<file path="config.mk">
export PLATFORM = sky130hd
export DESIGN_NAME = bcd_cascade_ctrl
export DESIGN_NICKNAME = d
export VERILOG_FILES = /design/src/rtl/bcd_cascade_ctrl_pkg.sv /design/src/rtl/bcd_cascade_ctrl_digit.sv /design/src/rtl/bcd_cascade_ctrl.sv
export SDC_FILE = /design/constraint.sdc
export NUM_CORES = 1
export LEC_CHECK = 0
export CORE_MARGIN = 2
export CORE_UTILIZATION = 40
export DETAILED_ROUTE_END_ITERATION = 16
export GPL_ROUTABILITY_DRIVEN = 0
export PLACE_DENSITY = 0.55
export SLEW_MARGIN = 20
export SYNTH_ARGS = -nofsm -noshare
export SYNTH_HDL_FRONTEND = slang
export SYNTH_SLANG_ARGS = --single-unit
</file>
<file path="constraint.sdc">
create_clock -name clk -period 2.95 [get_ports clk]
set_input_delay 0.59 -clock clk [delete_from_list [all_inputs] [get_ports clk]]
set_output_delay 0.59 -clock clk [all_outputs]
set_load 0.01 [all_outputs]
</file>
<file path="src/rtl/bcd_cascade_ctrl_pkg.sv">
// Shared definitions for the BCD cascade controller.
// State encodings and the largest legal BCD digit.
package bcd_cascade_ctrl_pkg;

    typedef enum logic [1:0] {
        ST_IDLE  = 2'd0,
        ST_RUN   = 2'd1,
        ST_SETUP = 2'd2
    } state_t;

    localparam logic [3:0] BCD_MAX = 4'd9;

endpackage

</file>
<file path="src/rtl/bcd_cascade_ctrl_digit.sv">
// One BCD digit cell: shift-load, increment with carry, decrement with borrow.
// Shift has priority over counting.
module bcd_digit
    import bcd_cascade_ctrl_pkg::*;
(
    input  logic       clk,
    input  logic       rstn,
    input  logic       inc,
    input  logic       dec,
    input  logic       shift_en,
    input  logic [3:0] shift_in,
    output logic [3:0] q,
    output logic       carry_out,
    output logic       borrow_out
);

    assign carry_out  = (q == BCD_MAX) & inc;
    assign borrow_out = (q == 4'd0) & dec;

    always_ff @(posedge clk or negedge rstn) begin
        if (!rstn) begin
            q <= 4'd0;
        end else if (shift_en) begin
            q <= shift_in;
        end else if (inc) begin
            q <= (q == BCD_MAX) ? 4'd0 : q + 4'd1;
        end else if (dec) begin
            q <= (q == 4'd0) ? BCD_MAX : q - 4'd1;
        end
    end

endmodule

</file>
<file path="src/rtl/bcd_cascade_ctrl.sv">
// Sequencer for a chain of BCD digits: operator entry, run/stop,
// prescaled tick and full-chain carry/borrow ripple.
module bcd_cascade_ctrl
    import bcd_cascade_ctrl_pkg::*;
#(
    parameter int DIGITS   = 4,
    parameter int TICK_DIV = 50_000_000
) (
    input  logic                clk,
    input  logic                rstn,
    input  logic                mode,
    input  logic                enter,
    input  logic [3:0]          load,
    input  logic                dir,
    output logic [4*DIGITS-1:0] out,
    output logic [1:0]          state,
    output logic                wrap,
    output logic                err
);

    localparam int PW = (TICK_DIV > 1) ? $clog2(TICK_DIV) : 1;
    localparam logic [PW-1:0] PMAX = PW'(TICK_DIV - 1);

    state_t        st;
    logic          enter_q;
    logic [PW-1:0] presc;
    logic          rise;
    logic          tick;
    logic          shift;
    logic [DIGITS:0] cy;
    logic [DIGITS:0] bw;
    logic [3:0]    sin [DIGITS];

    assign rise  = enter & ~enter_q;
    // Leaving RUN this cycle swallows the tick
    assign tick  = (st == ST_RUN) & ~mode & ~rise & (presc == PMAX);
    assign shift = (st == ST_SETUP) & mode & rise & (load <= BCD_MAX);
    assign cy[0] = tick & ~dir;
    assign bw[0] = tick & dir;
    assign state = st;

    for (genvar g = 0; g < DIGITS; g++) begin : g_dig
        if (g == 0) begin : g_lo
            assign sin[g] = load;
        end else begin : g_hi
            assign sin[g] = out[4*g-4 +: 4];
        end

        bcd_digit u_dig (
            .clk        (clk),
            .rstn       (rstn),
            .inc        (cy[g]),
            .dec        (bw[g]),
            .shift_en   (shift),
            .shift_in   (sin[g]),
            .q          (out[4*g +: 4]),
            .carry_out  (cy[g+1]),
            .borrow_out (bw[g+1])
        );
    end

    always_ff @(posedge clk or negedge rstn) begin
        if (!rstn) begin
            st      <= ST_IDLE;
            enter_q <= 1'b0;
            presc   <= '0;
            wrap    <= 1'b0;
            err     <= 1'b0;
        end else begin
            enter_q <= enter;
            wrap    <= cy[DIGITS] | bw[DIGITS];
            if (mode) begin
                st <= ST_SETUP;
                if (st == ST_SETUP && rise) begin
                    err <= (load > BCD_MAX);
                end
            end else begin
                unique case (st)
                    ST_SETUP: begin
                        st  <= ST_IDLE;
                        err <= 1'b0;
                    end
                    ST_IDLE: begin
                        if (rise) begin
                            st    <= ST_RUN;
                            presc <= '0;
                        end
                    end
                    ST_RUN: begin
                        if (rise) begin
                            st <= ST_IDLE;
                        end else begin
                            presc <= (presc == PMAX) ? '0 : presc + 1'b1;
                        end
                    end
                    default: st <= ST_IDLE;
                endcase
            end
        end
    end

endmodule

</file>
==> metrics.yaml <==
ys_async_sr_fraction: 1.000
clockBufferDepth: 2
synth.cellmix.compoundShare: 0.2170
post_drt_via_cell_ratio: 5.744
cts.sinks: 47
arrival_ns: 2.79
synthCells: 402
finalHoldViolCount: 0
period_used_share: 0.8863
grt_pass1_vias: 2802
ys_cells: 402
fp_util: 0.4179
chip_area_um2: 8896
final_util: 0.4877
setup_ws_ns: 0.3353
skew_ns: 0.01077
grt_max_degree: 32
hpwl_um: 5955
yosys-stat-area_um2: 3263
ys_sh_simple: 0.3229
syn_avg_cell_area_um2: 8.117
cts_hold_buffers: 0
worst_pin_slew_ns: 0.7283
path_clk_slew_ns: 0.10
fp_nets: 412
top_area_cell: "dfrtp_1"
tns_ns: 0
status: "complete, no violations"
power by group:
part	switching [mW]	total [mW]	internal (mW)
clock network	0.235	0.406	0.171
registers	0.149	0.860	0.711
logic	0.286	0.587	0.302
total	0.670	1.85	1.18
synth_stat cells (all sizes together), types with 4 or more instances:
library cell and n:
nor2b 8, and3 11, nor2 29, clkbuf 19, nand2 43, nor3 9
and4 8, dfrtp 47, nand3 23, or3 4, and2 8, a21oi 21
o21ai 53, buf 10, a31oi 13, inv 10, xnor2 6, nand4 12
xor2 6, nor4 7
cell type report:
| cell class | count | area [um2] |
|---|---|---|
| multi-input combinational | 316 | 1922 |
| inverter | 10 | 37.54 |
| timing repair buffer | 52 | 455.4 |
| sequential | 47 | 1176 |
| fill | 780 | 4000 |
| clock inverter | 2 | 16.27 |
| tap | 102 | 127.6 |
| clock buffer | 6 | 72.57 |
flip-flops by register name (all words and copies together), names as in the netlist:
| signal | count |
|---|---|
| presc | 26 |
| g_dig.u_dig.q | 16 |
| state | 2 |
| enter_q | 1 |
| err | 1 |
| wrap | 1 |
cells by family after synthesis:
group / count (synthesis)
simple gates: 182
buf+inv: 39
fa+ha+maj: 1
xor+xnor: 12
compound gates: 117
flops: 47
mux: 4
worst max-delay path, delay by kind of cell:
family / cells / cell delay (ns)
and+or+nand+nor: 3 / 0.72
buffers and inverters: 3 / 0.83
AOI/OAI and AO/OA: 2 / 0.33
muxes: 1 / 0.32
routing by layer:
layer  GRT usage  vias up  wire, um
met1      0.2908     1449      4339
met2      0.3042       64      3600
li1            -     1554         -
met5           0        -         0
met4     0.04831        0        78
met3     0.02889        6       296
worst paths after layout:
| kind | from | endpoint | slack (ns) | depth (start not counted) |
|---|---|---|---|---|
| max | dir | g_dig[3].u_dig.q[3] | 0.34 | 9 |
| min | rstn | presc[22] | 0.19 | 1 |
| max reg2reg | presc[0] | g_dig[1].u_dig.q[3] | 0.35 | 7 |
| min reg2reg | presc[15] | presc[15] | 0.49 | 1 |
| max in group asynchronous | rstn | g_dig[1].u_dig.q[0] | 2.00 | 2 |
| min in group clk | presc[15] | presc[15] | 0.49 | 1 |
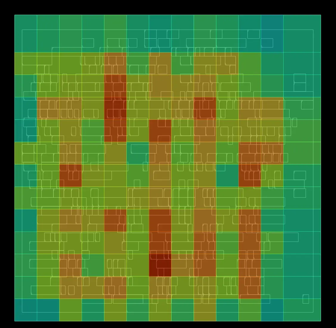
final_congestion.png
Avg WL per Cell: 15.54 um
GRT Util Overall: 0.1972

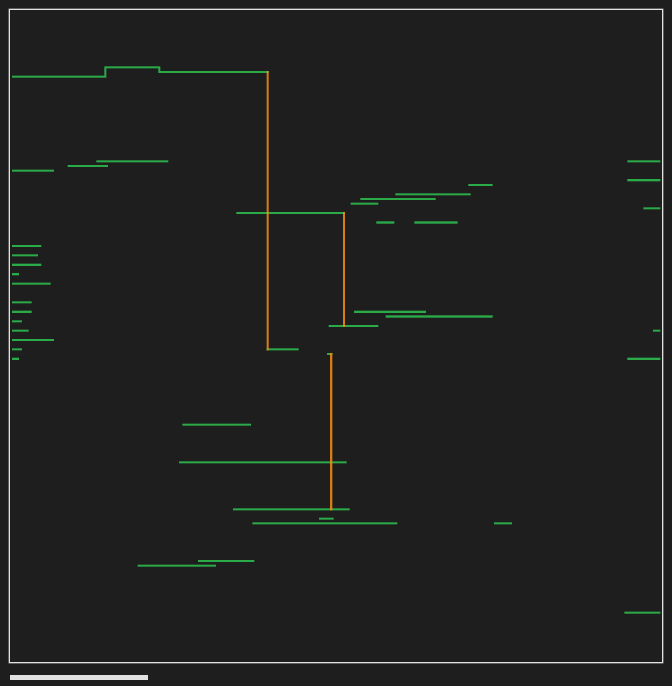
metal_stack.png
The bar under the picture is 20 um long. Only two layers are drawn.
- met3: green (wire length 297 um)
- met4: orange (wire length 78.9 um)

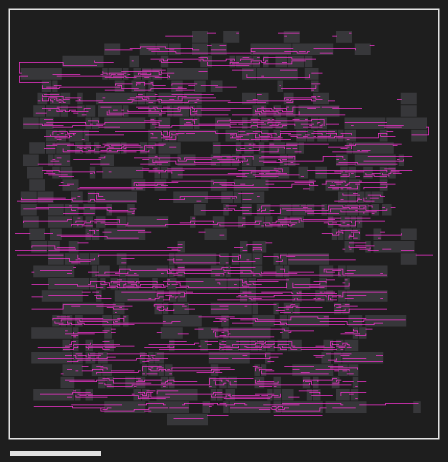
met1.png
The bar under the picture is 20 um long.
- longest straight run: 46.7 um
- wire length on this layer: 4340 um
- share of all routed wire: 52%
Vias: 3073
Routed WL: 8316 um

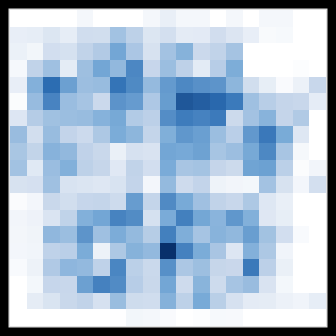
wire_density.png
19 x 19 tiles, from white (low) to dark blue (high), scaled to the fullest tile. Values are wire area over tile area, all layers added.
- fullest tile: 0.54
- tiles over half the peak: 15%
- emptiest ninth of the die: north-east
- nearly empty tiles: 15%
- mean over tiles: 0.15

Power and IR drop assume default switching activity.
